File: config.mk
export PLATFORM = sky130hd
export DESIGN_NAME = branch_dir_predictor
export DESIGN_NICKNAME = d
export VERILOG_FILES = /design/src/rtl/lc3b_types.sv /design/src/rtl/bht_counter.sv /design/src/rtl/branch_dir_predictor.sv
export SDC_FILE = /design/constraint.sdc
export NUM_CORES = 1
export LEC_CHECK = 0
export CORE_UTILIZATION = 55
export CTS_CLUSTER_SIZE = 16
export DETAILED_ROUTE_END_ITERATION = 7
export GPL_TIMING_DRIVEN = 0
export PLACE_DENSITY = 0.86
export SETUP_SLACK_MARGIN = 0.3
export SYNTH_ARGS = -nofsm -noshare
export SYNTH_HDL_FRONTEND = slang
export SYNTH_HIERARCHICAL = 1
export SYNTH_SLANG_ARGS = --single-unit
File: constraint.sdc
create_clock -name clk -period 6.9 [get_ports clk]
set_clock_uncertainty 0.05 [all_clocks]
set_input_delay 1.38 -clock clk [delete_from_list [all_inputs] [get_ports clk]]
set_output_delay 1.38 -clock clk [all_outputs]
set_load 0.05 [all_outputs]
File: src/rtl/lc3b_types.sv
// Shared LC-3b pipeline types used by the fetch-stage direction predictor.
package lc3b_types;

    typedef logic [15:0] lc3b_word;
    typedef logic [3:0]  lc3b_opcode;

    localparam lc3b_opcode op_br = 4'b0000;

    typedef enum logic [1:0] {
        STRONG_NT = 2'b00,
        WEAK_NT   = 2'b01,
        WEAK_T    = 2'b10,
        STRONG_T  = 2'b11
    } lc3b_bht_ctr;

endpackage

File: src/rtl/bht_counter.sv
// Combinational next-state for a 2-bit saturating branch history counter.
module bht_counter
    import lc3b_types::*;
(
    input  lc3b_bht_ctr ctr,
    input  logic        taken,
    output lc3b_bht_ctr next_ctr
);

    always_comb begin
        next_ctr = ctr;
        case (ctr)
            STRONG_NT: next_ctr = taken ? WEAK_NT  : STRONG_NT;
            WEAK_NT:   next_ctr = taken ? WEAK_T   : STRONG_NT;
            WEAK_T:    next_ctr = taken ? STRONG_T : WEAK_NT;
            STRONG_T:  next_ctr = taken ? STRONG_T : WEAK_T;
            default:   next_ctr = WEAK_NT;
        endcase
    end

endmodule

File: src/rtl/branch_dir_predictor.sv
// Gshare direction predictor: PC XOR global history indexes 2-bit counters,
// trained non-speculatively from write-back, with saturating perf counts.
module branch_dir_predictor
    import lc3b_types::*;
#(
    parameter int unsigned INDEX_BITS = 5,
    parameter int unsigned HIST_BITS  = 5
) (
    input  logic                  clk,
    input  logic                  rst,
    input  lc3b_word              pc_if,
    input  logic                  stall_if,
    input  lc3b_word              pc_wb,
    input  lc3b_opcode            opcode_wb,
    input  logic                  is_valid_inst_wb,
    input  logic                  br_taken_wb,
    input  logic                  pred_taken_wb,
    input  logic [INDEX_BITS-1:0] pred_index_wb,
    output logic                  pred_taken,
    output logic [INDEX_BITS-1:0] pred_index,
    output logic                  mispredict_wb,
    output logic [15:0]           branch_count,
    output logic [15:0]           mispredict_count
);

    localparam int unsigned DEPTH = 1 << INDEX_BITS;

    lc3b_bht_ctr           table_q [DEPTH];
    lc3b_bht_ctr           table_d [DEPTH];
    logic [HIST_BITS-1:0]  ghr_q, ghr_d;
    logic                  pred_taken_q, pred_taken_d;
    logic [INDEX_BITS-1:0] pred_index_q, pred_index_d;
    logic [15:0]           branch_count_q, branch_count_d;
    logic [15:0]           mispredict_count_q, mispredict_count_d;

    logic                  update;
    logic [INDEX_BITS-1:0] fetch_index;
    lc3b_bht_ctr           fetch_ctr;
    lc3b_bht_ctr           wr_ctr;
    lc3b_bht_ctr           wr_next;

    // pc_wb is kept on the port for debug visibility only.
    logic unused_pc;
    assign unused_pc = ^{pc_wb, pc_if[15:INDEX_BITS+1], pc_if[0]};

    assign update        = is_valid_inst_wb && (opcode_wb == op_br);
    assign mispredict_wb = update && (pred_taken_wb != br_taken_wb);
    assign fetch_index   = pc_if[INDEX_BITS:1] ^ INDEX_BITS'(ghr_q);
    assign fetch_ctr     = table_q[fetch_index];
    assign wr_ctr        = table_q[pred_index_wb];

    bht_counter u_wr_ctr (
        .ctr      (wr_ctr),
        .taken    (br_taken_wb),
        .next_ctr (wr_next)
    );

    // Fetch reads the pre-update table and GHR; no write-to-read bypass.
    always_comb begin
        table_d            = table_q;
        ghr_d              = ghr_q;
        branch_count_d     = branch_count_q;
        mispredict_count_d = mispredict_count_q;
        pred_taken_d       = pred_taken_q;
        pred_index_d       = pred_index_q;

        if (!stall_if) begin
            pred_index_d = fetch_index;
            pred_taken_d = fetch_ctr[1];
        end

        if (update) begin
            table_d[pred_index_wb] = wr_next;
            ghr_d = (ghr_q << 1) | HIST_BITS'(br_taken_wb);
            if (branch_count_q != '1) begin
                branch_count_d = branch_count_q + 16'd1;
            end
            if (mispredict_wb && (mispredict_count_q != '1)) begin
                mispredict_count_d = mispredict_count_q + 16'd1;
            end
        end
    end

    always_ff @(posedge clk or posedge rst) begin
        if (rst) begin
            for (int unsigned i = 0; i < DEPTH; i++) begin
                table_q[i] <= WEAK_NT;
            end
            ghr_q              <= '0;
            pred_taken_q       <= 1'b0;
            pred_index_q       <= '0;
            branch_count_q     <= '0;
            mispredict_count_q <= '0;
        end else begin
            table_q            <= table_d;
            ghr_q              <= ghr_d;
            pred_taken_q       <= pred_taken_d;
            pred_index_q       <= pred_index_d;
            branch_count_q     <= branch_count_d;
            mispredict_count_q <= mispredict_count_d;
        end
    end

    assign pred_taken       = pred_taken_q;
    assign pred_index       = pred_index_q;
    assign branch_count     = branch_count_q;
    assign mispredict_count = mispredict_count_q;

endmodule

Fig. 1: run 1, where the registers sit
The bar under the picture is 20 um long. Other sequential cells in the stronger grey, the rest of the logic in the fainter grey.
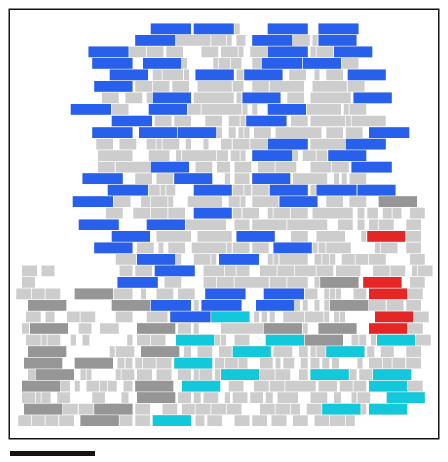
Blue marks table_q, sequential cells 64. Cyan marks branch_count, sequential cells 16. Red marks pred_index, sequential cells 5.
Another 22 sequential cells are not coloured.
fraction of area in registers: 42.8%
FF/Latch Area: 2720 um^2
sequential group power: 0.000689 W
Final Core Density: 67.7%

Fig. 2: run 1, wire density map
The bar under the picture is 20 um long. 20 x 20 tiles, from dark blue (low) to red (high), scaled to the fullest tile. Values are wire area over tile area, all layers added.
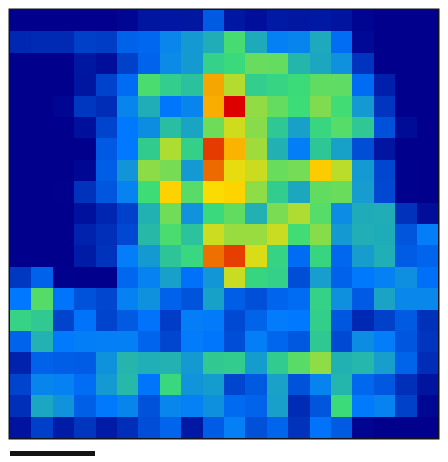
The fullest tile reaches 0.68. The mean over all tiles is 0.18. 17% of the tiles are nearly empty.
vias: 3641
drt total wl: 11500 um
Overall Global Routing Usage: 24.4%

Fig. 3: run 1, wiring by layer
The bar under the picture is 20 um long.
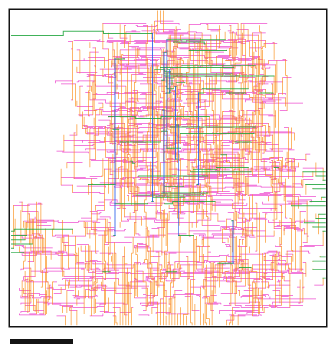
Magenta marks M1, wire length 4820 um. Green marks M3, wire length 631 um. Blue marks M4, wire length 289 um. Orange marks M2, wire length 5720 um.
WL/cell: 18.8 um

-- run 1: cell usage in the layout (no fill, tap or decap), types with 3 or more instances in the layout --
cell type	count
xnor2_1	21
xor2_1	14
mux4_1	6
nor3b_1	3
dfstp_2	32
clkdlybuf4s50_1	55
and4_1	4
mux2i_1	3
inv_1	6
nor3_1	7
nor2b_1	6
clkbuf_8	10
mux2_2	69
nor2_1	11
clkbuf_1	12
dfrtp_1	75
a22oi_1	9
nand2_1	52
nand3_1	14
buf_2	3
mux4_2	18
nand4_1	12
-- run 1: logic make-up (layout without fill, tap and decap cells) --
group	Yosys count	after routing
AOI/OAI and AO/OA	18	18
xor gates and xnor gates	36	36
adders and majority gates	4	4
buffers and inverters	23	95
DFF	107	107
muxes	98	98
and+or+nand+nor	123	123
==> results.yml, run 1 <==
# implementation run metrics
outcome:
  status: "finished, final reports clean"
yosys:
  synth-seq-area-share_pct: 50.4
  top_cells_by_count: "dfrtp_1 (75), mux2_2 (69), nand2_1 (52)"
  ys.flops: 107
  syn_area_um2: 5390
  yosys.area_share.aoi_pct: 2.67
  ys_warn_count: 6
  syn-num-nets: 458
  xor_share_pct: 5.99
  synthSimpleGateAreaFrac_pct: 12.5
floorplanning:
  coreArea_um2: 9370
  rows: 35
  dieArea_um2: 10200
  initial_utilization_pct: 57.5
worst_setup_path:
  slowest_delay_ns: 0.80
  r2r-end: "table_q[12]"
  crit_slowest_cell: "clkdlybuf4s50_1"
  path_depth: 5
global_routing:
  gr-max-usage-layer: "met2"
  grt_overflow_total: 0
job:
  warnings: 53
  drv_cap: 0
layout:
  n_fill_cell: 671
clock_tree:
  cts_setup_buffers: 0
pwr:
  ir_worst_vdd_v: 0.000171
  p_leak_nw: 2.74
  fin_total_pwr_w: 0.00134
detailed_routing:
  first_pass_iters: 5
placed_design:
  dp_cells: 594
sta:
  totalNegativeSetupSlack_ns: 0
  whs_ns: 0.449
Fig. 4: run 1, congestion heat map
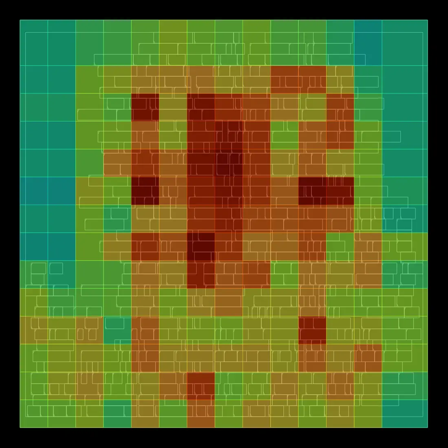

==> inputs of run 2 (changes only) <==
--- a/config.mk
+++ b/config.mk
@@ -5,11 +5,11 @@
 export SDC_FILE = /design/constraint.sdc
 export NUM_CORES = 1
 export LEC_CHECK = 0
-export CORE_UTILIZATION = 55
+export CORE_UTILIZATION = 49
 export CTS_CLUSTER_SIZE = 16
 export DETAILED_ROUTE_END_ITERATION = 7
 export GPL_TIMING_DRIVEN = 0
-export PLACE_DENSITY = 0.86
+export PLACE_DENSITY = 0.81
 export SETUP_SLACK_MARGIN = 0.3
 export SYNTH_ARGS = -nofsm -noshare
 export SYNTH_HDL_FRONTEND = slang
==> constraint.sdc (replaced) <==
create_clock -name clk -period 4.1 [get_ports clk]
set_clock_uncertainty 0.05 [all_clocks]
set_input_delay 0.82 -clock clk [delete_from_list [all_inputs] [get_ports clk]]
set_output_delay 0.82 -clock clk [all_outputs]
set_load 0.05 [all_outputs]
Fig. 5: run 2, congestion heat map
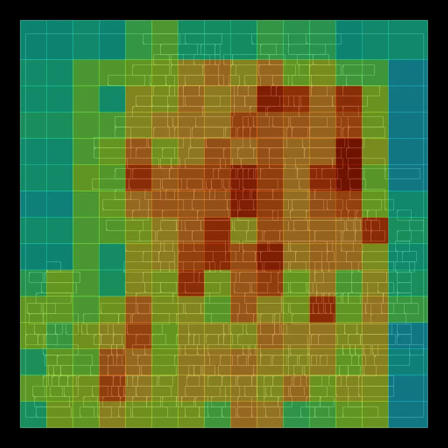
WL/cell: 18.6 um
GR Util met3: 5.41%
met2 usage: 34.9%
GRT met1 Usage: 28.5%
Final Core Density: 60.6%

==> results.yml, run 2 <==
# implementation run metrics
yosys:
  yosys.area_share.aoi_pct: 2.67
  ys_area_um2: 5390
  ys_warn_count: 6
  top_cells_by_count: "dfrtp_1 (75), mux2_2 (69), nand2_1 (52)"
  synth-seq-area-share_pct: 50.4
  xor_share_pct: 5.99
  syn_area_um2: 5390
pwr:
  fin_total_pwr_w: 0.00229
  seq_power_w: 0.00116
  ir_worst_vdd_v: 0.000176
job:
  warnings: 53
  drv_cap: 0
layout:
  lay_top_cells: "dfrtp_1 (75), mux2_2 (69), clkdlybuf4s50_1 (54)"
  final_common_cell: "dfrtp_1"
  seq_area_um2: 2720
detailed_routing:
  first_pass_iters: 4
  vias: 3568
  wl_um: 11500
placed_design:
  dp_cells: 601
floorplanning:
  dieArea_um2: 11400
  initial_utilization_pct: 51.3
sta:
  totalNegativeSetupSlack_ns: 0
  whs_ns: 0.452
outcome:
  status: "finished, final reports clean"
global_routing:
  grtUsageTotal_pct: 21.9
  grt_overflow_total: 0
worst_setup_path:
  r2r-end: "table_q[12]"
clock_tree:
  cts_setup_buffers: 0
Fig. 6: run 2, cells coloured by class
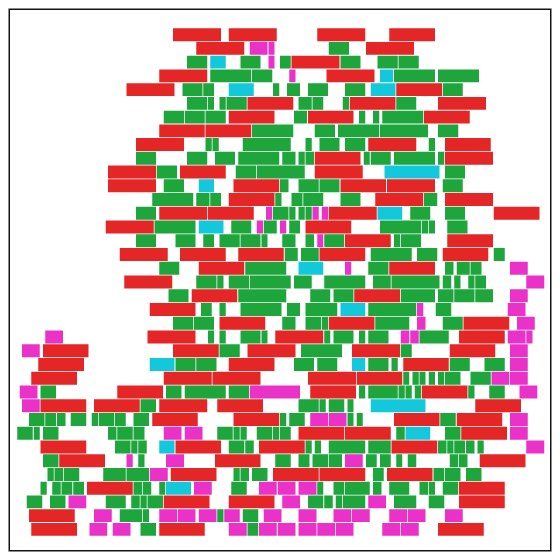
Red marks registers, cells 107. Cyan marks clock drivers and dummy loads, cells 16. Magenta marks remaining buffers and delay cells, cells 72. Green marks remaining logic cells, cells 286.
core footprint: 10500 um^2
Rows: 37
final instance area: 6360 um^2

-- run 2: area by class of cell --
class / instances / share of cell area [%]
multi-input cells: 279 / 40.6
inverters: 7 / 0.452
clock buffers: 9 / 1.95
flip-flops and latches: 107 / 42.7
plain buffers: 16 / 1.00
well taps: 136 / 2.67
repair buffers: 56 / 9.06
clock inverters: 7 / 1.59
-- run 2: worst max-delay path: stages --
cell and delay (ns):
clkdlybuf4s50_1 0.57, buf_1 0.59, mux4_2 0.44, a22oi_1 0.25
nand4_1 0.18, maj3_2 0.39, clkbuf_1 0.31, mux2_1 0.39
-- run 2: metal layers --
layer | track usage (%) | up-vias
li1 | - | 1626
met5 | 0 | -
met3 | 5.41 | 23
met2 | 34.9 | 103
met1 | 28.5 | 1816
met4 | 9.59 | 0
Power and IR drop assume default switching activity.
